===== config.mk =====
export PLATFORM = sky130hd
export DESIGN_NAME = systolic_feeder
export DESIGN_NICKNAME = d
export VERILOG_FILES = /design/src/rtl/systolic_feeder.sv
export SDC_FILE = /design/constraint.sdc
export NUM_CORES = 1
export LEC_CHECK = 0
export CORE_MARGIN = 4
export CORE_UTILIZATION = 45
export CTS_CLUSTER_SIZE = 14
export DETAILED_ROUTE_END_ITERATION = 8
export DONT_BUFFER_PORTS = 1
export PLACE_DENSITY = 0.64
export SLEW_MARGIN = 10
export SYNTH_ARGS = -nofsm -noshare
export SYNTH_HDL_FRONTEND = slang
export SYNTH_SLANG_ARGS = --single-unit

===== constraint.sdc =====
create_clock -name clk -period 6.1 [get_ports clk]
set_input_delay 1.83 -clock clk [delete_from_list [all_inputs] [get_ports clk]]
set_output_delay 1.83 -clock clk [all_outputs]
set_load 0.02 [all_outputs]

===== src/rtl/systolic_feeder.sv =====
// Serial loader and skewed stream generator for a 2x2 output-stationary systolic array
// computing a 3x3 convolution over a 4x4 image.
//
// state | meaning
// LOAD  | accept 16 image bytes then 9 filter bytes (in_ready=1)
// CLR   | one-cycle accumulator clear to the array
// FEED  | 11 cycles of skewed image/weight streams
// DONE  | one-cycle completion pulse, then back to LOAD
module systolic_feeder #(
    parameter int DATA_W = 8
) (
    input  logic              clk,
    input  logic              rst,
    input  logic              in_valid,
    output logic              in_ready,
    input  logic [DATA_W-1:0] in_data,
    output logic [DATA_W-1:0] a11,
    output logic [DATA_W-1:0] a12,
    output logic [DATA_W-1:0] a21,
    output logic [DATA_W-1:0] a22,
    output logic [DATA_W-1:0] w1,
    output logic [DATA_W-1:0] w2,
    output logic              clr,
    output logic              feed_en,
    output logic              done
);

    localparam logic [1:0] LOAD = 2'd0;
    localparam logic [1:0] CLR  = 2'd1;
    localparam logic [1:0] FEED = 2'd2;
    localparam logic [1:0] DONE = 2'd3;

    localparam logic [4:0] LAST_BYTE = 5'd24;
    localparam logic [3:0] FEED_LAST = 4'd10;

    logic [1:0]        state;
    logic [1:0]        state_nx;
    logic [4:0]        byte_cnt;
    logic [3:0]        feed_rem;
    logic              accept;
    logic              stream_go;
    logic [3:0]        nt;
    logic [DATA_W-1:0] mem [0:24];

    assign in_ready = (state == LOAD);
    assign accept   = in_valid && in_ready;

    always_comb begin
        state_nx = state;
        case (state)
            LOAD:    if (accept && byte_cnt == LAST_BYTE) state_nx = CLR;
            CLR:     state_nx = FEED;
            FEED:    if (feed_rem == 4'd0) state_nx = DONE;
            default: state_nx = LOAD;
        endcase
    end

    // feed_rem counts down from 10, so FEED cycle t sees feed_rem = 10 - t
    always_ff @(posedge clk or negedge rst) begin
        if (!rst) begin
            state    <= LOAD;
            byte_cnt <= '0;
            feed_rem <= '0;
            clr      <= 1'b0;
            feed_en  <= 1'b0;
            done     <= 1'b0;
        end else begin
            state   <= state_nx;
            clr     <= (state_nx == CLR);
            feed_en <= (state_nx == FEED);
            done    <= (state_nx == DONE);

            if (state == DONE)
                byte_cnt <= '0;
            else if (accept)
                byte_cnt <= (byte_cnt == LAST_BYTE) ? 5'd0 : byte_cnt + 5'd1;

            if (state == CLR)
                feed_rem <= FEED_LAST;
            else if (state == FEED && feed_rem != 4'd0)
                feed_rem <= feed_rem - 4'd1;
        end
    end

    // image in bytes 0..15, filter in bytes 16..24; contents survive reset
    always_ff @(posedge clk) begin
        if (accept)
            mem[byte_cnt] <= in_data;
    end

    // Address of img[off_r + k/3][off_c + k%3] in the flat store
    function automatic logic [4:0] img_idx(input logic [3:0] k, input logic off_r,
                                           input logic off_c);
        logic [1:0] r;
        logic [1:0] c;
        logic [1:0] row;
        logic [1:0] col;
        r   = (k >= 4'd6) ? 2'd2 : (k >= 4'd3) ? 2'd1 : 2'd0;
        c   = 2'(k - ({2'b00, r} << 1) - {2'b00, r});
        row = r + {1'b0, off_r};
        col = c + {1'b0, off_c};
        img_idx = {1'b0, row, col};
    endfunction

    function automatic logic [DATA_W-1:0] img_tap(input logic [3:0] t, input logic [3:0] d,
                                                  input logic off_r, input logic off_c);
        logic [3:0] k;
        k       = t - d;
        img_tap = '0;
        if (t >= d && k <= 4'd8)
            img_tap = mem[img_idx(k, off_r, off_c)];
    endfunction

    function automatic logic [DATA_W-1:0] fil_tap(input logic [3:0] t, input logic [3:0] d);
        logic [3:0] k;
        k       = t - d;
        fil_tap = '0;
        if (t >= d && k <= 4'd8)
            fil_tap = mem[{1'b1, k}];
    endfunction

    // Stream registers are loaded with the value for the upcoming FEED cycle nt
    always_comb begin
        stream_go = (state == CLR) || (state == FEED && feed_rem != 4'd0);
        nt        = (state == CLR) ? 4'd0 : 4'd11 - feed_rem;
    end

    always_ff @(posedge clk or negedge rst) begin
        if (!rst) begin
            a11 <= '0;
            a12 <= '0;
            a21 <= '0;
            a22 <= '0;
            w1  <= '0;
            w2  <= '0;
        end else if (stream_go) begin
            a11 <= img_tap(nt, 4'd0, 1'b0, 1'b0);
            a12 <= img_tap(nt, 4'd1, 1'b0, 1'b1);
            a21 <= img_tap(nt, 4'd1, 1'b1, 1'b0);
            a22 <= img_tap(nt, 4'd2, 1'b1, 1'b1);
            w1  <= fil_tap(nt, 4'd0);
            w2  <= fil_tap(nt, 4'd1);
        end else begin
            a11 <= '0;
            a12 <= '0;
            a21 <= '0;
            a22 <= '0;
            w1  <= '0;
            w2  <= '0;
        end
    end

endmodule


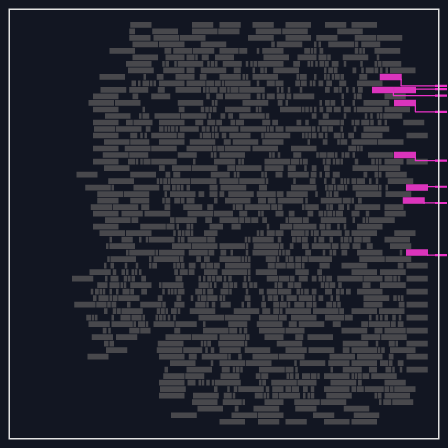
(images/io_fan.png)
| colour | port | bits | direction | edge | end cells | buffers | wire |
|---|---|---|---|---|---|---|---|
| magenta | `a22` | 8 | output | east | 8 | 0 | 84.3 um |
Boundary Pins: 63
count of buffers from port buffering: 0

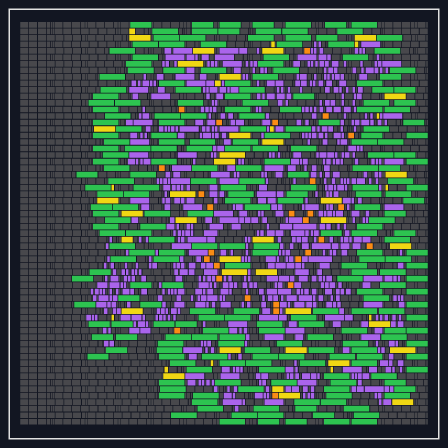
(images/placement_by_type.png)
Fill, decap, tap and diode cells in grey.
| colour | class | cells |
|---|---|---|
| yellow | clock drivers and dummy loads | 49 |
| purple | combinational and other logic | 756 |
| orange | other buffers and delay cells | 28 |
| green | flops | 262 |
final std cell area, no fill: 14600 um2
Std-Cell Rows: 62
flop share of the area: 51.8%
core footprint: 28800 um2
share of the core filled with cells in the final layout: 50.7%

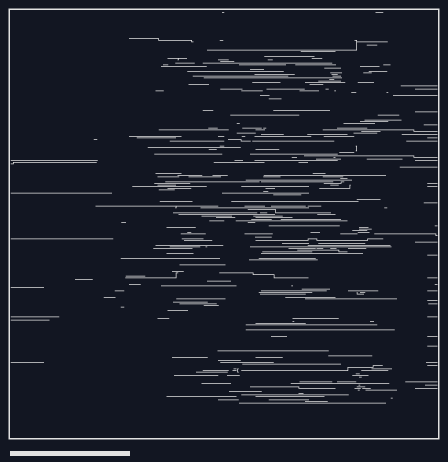
(images/layer_met3.png)
The bar under the picture is 50 um long.
nets with wire on the layer: 211
wire length on this layer: 4370 um
longest straight run: 62.3 um
share of all routed wire: 12%
main direction: horizontal
Post-Route WL: 37900 um
total number of vias: 9464
met3 layer usage reported by global route: 5.74%

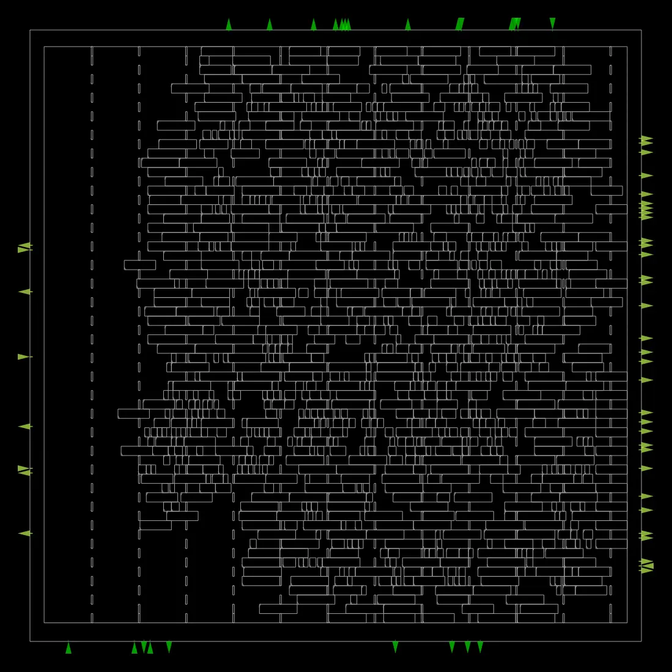
(images/placement.png)
Filler cells: 2431
inserted tap cell count: 384

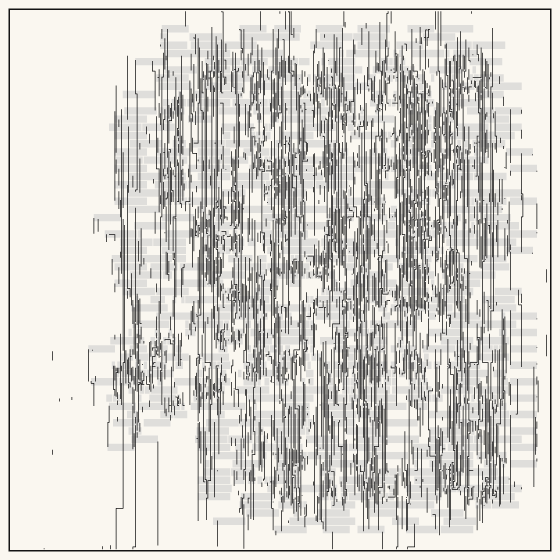
(images/layer_met2.png)
main direction: vertical
nets with wire on the layer: 903
longest straight run: 87.0 um
wire length on this layer: 16800 um
global routing met2 resource utilization: 34.8%

==> impl_summary.log <==
[flow] collecting metrics
[metrics] status: complete, no violations
[metrics] Most common reg cell: sky130_fd_sc_hd__edfxtp_1
[metrics] reg2reg setup slack: 840 ps
[metrics] DRT Pass-1 Iters: 7
[metrics] number of cells traversed by the worst hold path: 2
[metrics] critical path buffer and inverter count: 4
[metrics] non-filler cells, final: 1479
[metrics] crit path time final: 5260 ps
[metrics] Largest register FFs: 200
[metrics] Finish-stage setup viols: 0
[metrics] routed wire length per instance: 25.6 um
[metrics] Unique masters post-synth: 63
[metrics] die boundary width: 179 um
[metrics] H-tree depth reported by CTS: 1
[metrics] timing endpoint of the critical path: a22[6]
[metrics] antenna violations before repair: 1
[metrics] data arrival time of the critical path: 5710 ps
[metrics] wire length of the first global-routing pass: 57200 um
[metrics] cells along the critical path: inv_1 > ha_1 > buf_4 > nor2b_1 > inv_1 > ha_1 > o21ai_0 > a21oi_1 > nand2_1 > ha_1 > xnor2_4 > buf_4 > nand2_1 > nand4_1 > a21oi_1 > a311o_1 > a31oi_1
[metrics] post-placement cell area: 13600 um2
logic make-up (layout without fill, tap and decap cells):
| kind of cell | Yosys count | after routing | synth area share (%) |
|---|---|---|---|
| and+or+nand+nor | 412 | 412 | 13.9 |
| DFF | 262 | 262 | 57.5 |
| adders and majority gates | 21 | 21 | 2.00 |
| AOI/OAI and AO/OA | 182 | 182 | 9.77 |
| xor gates and xnor gates | 13 | 13 | 1.27 |
| buffers and inverters | 87 | 100 | 2.66 |
| muxes | 105 | 105 | 12.9 |
area by class of cell:
class                   count  area (um2)
repair buffers             28         210
flip-flops and latches    262        7560
inverters                  23        86.3
clock inverters            15         253
multi-input cells         733        5290
well taps                 384         480
fillers                  2431       14200
clock buffers              34         722
